$ cat config.mk
export PLATFORM = sky130hd
export DESIGN_NAME = pc_sequencer
export DESIGN_NICKNAME = d
export VERILOG_FILES = /design/src/rtl/pc_sequencer.sv
export SDC_FILE = /design/constraint.sdc
export NUM_CORES = 1
export LEC_CHECK = 0
export CAP_MARGIN = 30
export CORE_ASPECT_RATIO = 1.25
export CORE_UTILIZATION = 31
export CTS_CLUSTER_SIZE = 24
export DETAILED_ROUTE_END_ITERATION = 10
export GPL_ROUTABILITY_DRIVEN = 0
export RECOVER_POWER = 50
export SYNTH_ARGS = -nofsm -noshare
export SYNTH_HDL_FRONTEND = slang
export SYNTH_SLANG_ARGS = --single-unit
export TNS_END_PERCENT = 50
$ cat constraint.sdc
create_clock -name clk -period 3.1 [get_ports clk]
set_input_delay 0.62 -clock clk [delete_from_list [all_inputs] [get_ports clk]]
set_output_delay 0.62 -clock clk [all_outputs]
set_load 0.05 [all_outputs]
$ cat src/rtl/pc_sequencer.sv
// -----------------------------------------------------------------------------
// pc_sequencer
//
// Instruction sequencer for the single-issue MIPS core. Holds the program
// counter, fetches one 32-bit instruction word at a time from instruction
// memory over a request/valid handshake, presents the latched word and its
// opcode field to the control decoder, and computes the next PC from the
// decoder's Branch/Jump outputs and the ALU Zero flag.
//
// Build option:
//   SEQ_PERF_CNT_EN  - when defined, retired_cnt counts retired instructions
//                      (EXEC->FETCH transitions, wrapping at 2^32). When
//                      undefined, no counter exists and retired_cnt is 0.
//
// Parameters:
//   RESET_PC     PC loaded on reset (word aligned).
//
// Ports:
//   clk          rising-edge clock
//   rst_n        asynchronous active-low reset
//   imem_req     fetch request, high for the whole FETCH state
//   imem_addr    fetch address (always equal to pc)
//   imem_valid   instruction memory data valid (honoured only in FETCH)
//   imem_rdata   instruction word, captured on imem_req && imem_valid
//   pc           address of the current instruction
//   instr        latched instruction word
//   Opcode       instr[31:26], to the control decoder
//   instr_valid  high while instr/Opcode are presented for execution
//   exec_done    datapath finished the current instruction (honoured in EXEC)
//   Branch       branch request from the control decoder
//   Jump         jump request from the control decoder (wins over Branch)
//   Zero         ALU equality flag
//   retired_cnt  retired-instruction count
// -----------------------------------------------------------------------------
module pc_sequencer #(
    parameter logic [31:0] RESET_PC = 32'h0000_0000
) (
    input  logic        clk,
    input  logic        rst_n,
    output logic        imem_req,
    output logic [31:0] imem_addr,
    input  logic        imem_valid,
    input  logic [31:0] imem_rdata,
    output logic [31:0] pc,
    output logic [31:0] instr,
    output logic [5:0]  Opcode,
    output logic        instr_valid,
    input  logic        exec_done,
    input  logic        Branch,
    input  logic        Jump,
    input  logic        Zero,
    output logic [31:0] retired_cnt
);

    typedef enum logic [1:0] {
        ST_IDLE  = 2'd0,
        ST_FETCH = 2'd1,
        ST_EXEC  = 2'd2
    } state_t;

    state_t      state_r;
    logic [31:0] pc_r;
    logic [31:0] instr_r;
    logic        req_r;
    logic        ivalid_r;
    logic [31:0] next_pc_s;
    logic        retire_s;

    // Next-PC selection. All additions are 32-bit modular; Jump outranks a
    // taken branch, and the branch displacement is relative to pc + 4.
    function automatic logic [31:0] calc_next_pc(
        input logic [31:0] cur_pc,
        input logic [31:0] word,
        input logic        br,
        input logic        jp,
        input logic        zr
    );
        logic [31:0] plus4;
        logic [31:0] result;
        plus4 = cur_pc + 32'd4;
        if (jp) begin
            result = {plus4[31:28], word[25:0], 2'b00};
        end else if (br && zr) begin
            result = plus4 + {{14{word[15]}}, word[15:0], 2'b00};
        end else begin
            result = plus4;
        end
        return result;
    endfunction

    // Next PC and retire strobe for the current EXEC cycle.
    always_comb begin
        next_pc_s = calc_next_pc(pc_r, instr_r, Branch, Jump, Zero);
        if (state_r == ST_EXEC) begin
            retire_s = exec_done;
        end else begin
            retire_s = 1'b0;
        end
    end

    // Sequencer FSM with registered handshake outputs. imem_req/instr_valid
    // are set alongside the state they belong to, so they never depend on
    // inputs in the same cycle.
    always_ff @(posedge clk or negedge rst_n) begin
        if (!rst_n) begin
            state_r  <= ST_IDLE;
            pc_r     <= RESET_PC;
            instr_r  <= 32'h0000_0000;
            req_r    <= 1'b0;
            ivalid_r <= 1'b0;
        end else begin
            case (state_r)
                ST_IDLE: begin
                    state_r  <= ST_FETCH;
                    req_r    <= 1'b1;
                    ivalid_r <= 1'b0;
                end
                ST_FETCH: begin
                    if (imem_valid) begin
                        instr_r  <= imem_rdata;
                        state_r  <= ST_EXEC;
                        req_r    <= 1'b0;
                        ivalid_r <= 1'b1;
                    end else begin
                        state_r  <= ST_FETCH;
                        req_r    <= 1'b1;
                        ivalid_r <= 1'b0;
                    end
                end
                ST_EXEC: begin
                    if (exec_done) begin
                        pc_r     <= next_pc_s;
                        state_r  <= ST_FETCH;
                        req_r    <= 1'b1;
                        ivalid_r <= 1'b0;
                    end else begin
                        state_r  <= ST_EXEC;
                        req_r    <= 1'b0;
                        ivalid_r <= 1'b1;
                    end
                end
                default: begin
                    // Unreachable encoding: recover through IDLE.
                    state_r  <= ST_IDLE;
                    req_r    <= 1'b0;
                    ivalid_r <= 1'b0;
                end
            endcase
        end
    end

    assign imem_req    = req_r;
    assign imem_addr   = pc_r;
    assign pc          = pc_r;
    assign instr       = instr_r;
    assign Opcode      = instr_r[31:26];
    assign instr_valid = ivalid_r;

`ifdef SEQ_PERF_CNT_EN
    logic [31:0] retired_cnt_r;

    // Retired-instruction counter; wraps naturally at 2^32.
    always_ff @(posedge clk or negedge rst_n) begin
        if (!rst_n) begin
            retired_cnt_r <= 32'h0000_0000;
        end else if (retire_s) begin
            retired_cnt_r <= retired_cnt_r + 32'd1;
        end else begin
            retired_cnt_r <= retired_cnt_r;
        end
    end

    assign retired_cnt = retired_cnt_r;
`else
    assign retired_cnt = {31'd0, retire_s & 1'b0};
`endif

endmodule

Fig. 1: sequential cells coloured by netlist name
The bar under the picture is 20 um long. Other sequential cells in the stronger grey, the rest of the logic in the fainter grey.
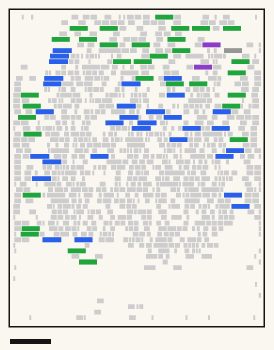
Purple stands for state_r, placed flops 2. Blue stands for imem_addr, placed flops 30. Green stands for instr, placed flops 32, where all over the die.
fin util: 0.4861
register area: 1644 um^2

Fig. 2: gate-type map
The bar under the picture is 20 um long.
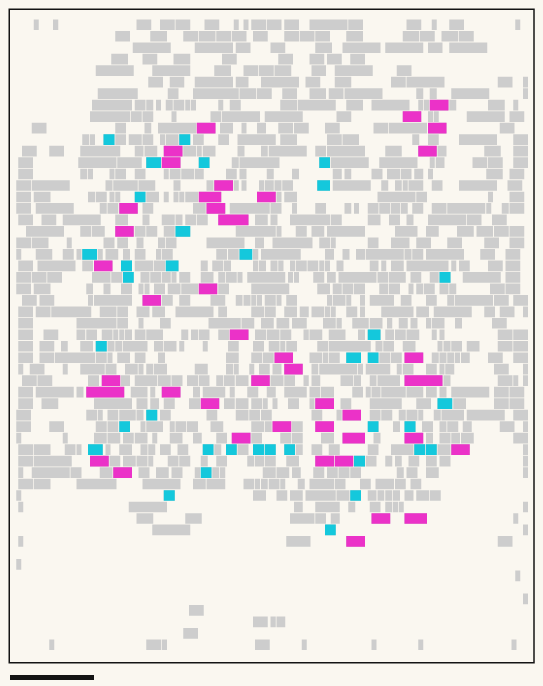
Cyan stands for non-inverting ao/oa cells, cells 36. Magenta stands for fa/ha/maj cells, cells 42.

Fig. 3: cell classes on the final placement
The bar under the picture is 20 um long.
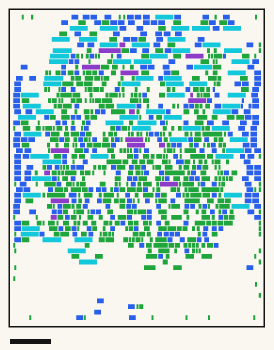
Purple stands for clock drivers and dummy loads, cells 16. Cyan stands for sequential cells, cells 65. Blue stands for remaining buffers and delay cells, cells 300. Green stands for combinational and other logic, cells 539.
std cell rows: 55
Seq/total area: 0.1862
CORE AREA: 18170 um^2
Design Area, Final: 8831 um^2

Fig. 4: cells by drive strength
The bar under the picture is 20 um long.
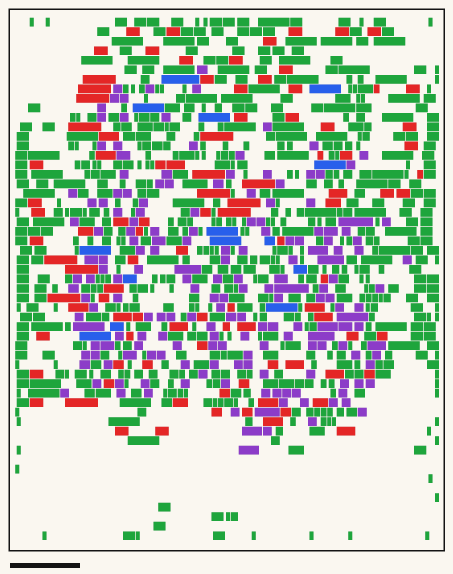
Blue stands for _6 and larger, cells 14. Red stands for _2 cells, cells 98. Purple stands for _3 and _4 cells, cells 183. Green stands for _0 and _1 cells, cells 625.
Synth-to-Final Area Change: 53.20%
final worst setup slack: -214.0 ps
Non-clk bufs: 300

## worst register-to-register path, cell delays in order, from the launching register on
cell	delay (ps)
dfrtp_2	350
and4_1	220
and3_4	230
buf_6	120
nand4_1	130
xnor2_2	180
ha_1	350
a21oi_2	190
o2111ai_2	150
o211ai_1	420
buf_4	210
a21oi_4	70
o31ai_4	200
mux2_4	320
o21ai_2	100
## worst paths after layout
| check | startpoint | end |
|---|---|---|
| max | imem_addr[6] | imem_addr[29] |
| min | imem_addr[31] | imem_addr[31] |
| max reg2reg | imem_addr[6] | imem_addr[29] |
| min reg2reg | imem_addr[31] | imem_addr[31] |
| max in group asynchronous | rst_n | imem_addr[12] |
| min in group asynchronous | rst_n | instr[27] |
## per-layer routing
layer / share of wire / vias up / wire, um / global-route usage
met5: 0 / - / 0 / 0
met1: 0.40 / 2767 / 7428 / 0.2346
met2: 0.51 / 216 / 9611 / 0.3471
met3: 0.056 / 37 / 1037 / 0.03134
li1: - / 2799 / - / -
met4: 0.032 / 0 / 605 / 0.08333
## cells by family (layout without fill, tap and decap cells)
| kind of cell | after synthesis | in the layout | synth area share |
|---|---|---|---|
| multiplexers | 34 | 34 | 0.06620 |
| other | 1 | 36 | 0.0006506 |
| AND/OR/NAND/NOR | 180 | 180 | 0.1585 |
| adder cells (fa/ha/maj) | 42 | 42 | 0.09247 |
| AND-OR/OR-AND | 179 | 179 | 0.2012 |
| flip-flops | 65 | 65 | 0.2822 |
| XOR/XNOR | 49 | 49 | 0.07445 |
| buffers and inverters | 117 | 335 | 0.1244 |
==> flow_summary.json <==
{
  "fin_worst_skew_ps": 6.422,
  "path_buffers": 2,
  "finalWorstSetupSlack_ps": -214.0,
  "netlist_area_um2": 5764,
  "finalMaxSlewViolations": 67,
  "synth-edff-count": 0,
  "flop_cell": "dfrtp_1",
  "seq_cell_count": 65,
  "grt_overflow_total": 0,
  "synth_seq_share": 0.2822,
  "dp_cells": 1117,
  "antenna_found_initial": 0,
  "status": "complete, but fails checks",
  "cap_violations": 2,
  "finalSetupViolations": 13,
  "period_used_share": 1.069,
  "drive_gt1_frac": 0.3207,
  "endpoint_kind": "flop",
  "tightest_slew_ps": 2001,
  "r2r_cells": 14,
  "largest_reg_flops": 32,
  "path_clk_slew_ps": 60,
  "lay_top_count": "buf_4",
  "grtUsageTotal": 0.1977,
  "largest_class": "multi-input combinational cells",
  "ys.flops": 65,
  "die_w_um": 124.0,
  "synthCells": 667,
  "grt_pass1_vias": 5647,
  "synthDistinctLibCells": 60,
  "max_slew_margin": -0.3339,
  "topCellsByArea": "dfrtp_1 (28%), buf_4 (9.4%), ha_1 (8.9%), mux2_2 (6.4%), xnor2_1 (5.3%)",
  "io_buffer_count": 138,
  "cp_cell_sequence": "and4_1, and3_4, buf_6, nand4_1, xnor2_2, ha_1, a21oi_2, o2111ai_2, o211ai_1, buf_4, a21oi_4, o31ai_4, mux2_4, o21ai_2",
  "path_class": "flop to flop",
  "violations": "max-capacitance violations, max-slew violations, negative setup slack"
}
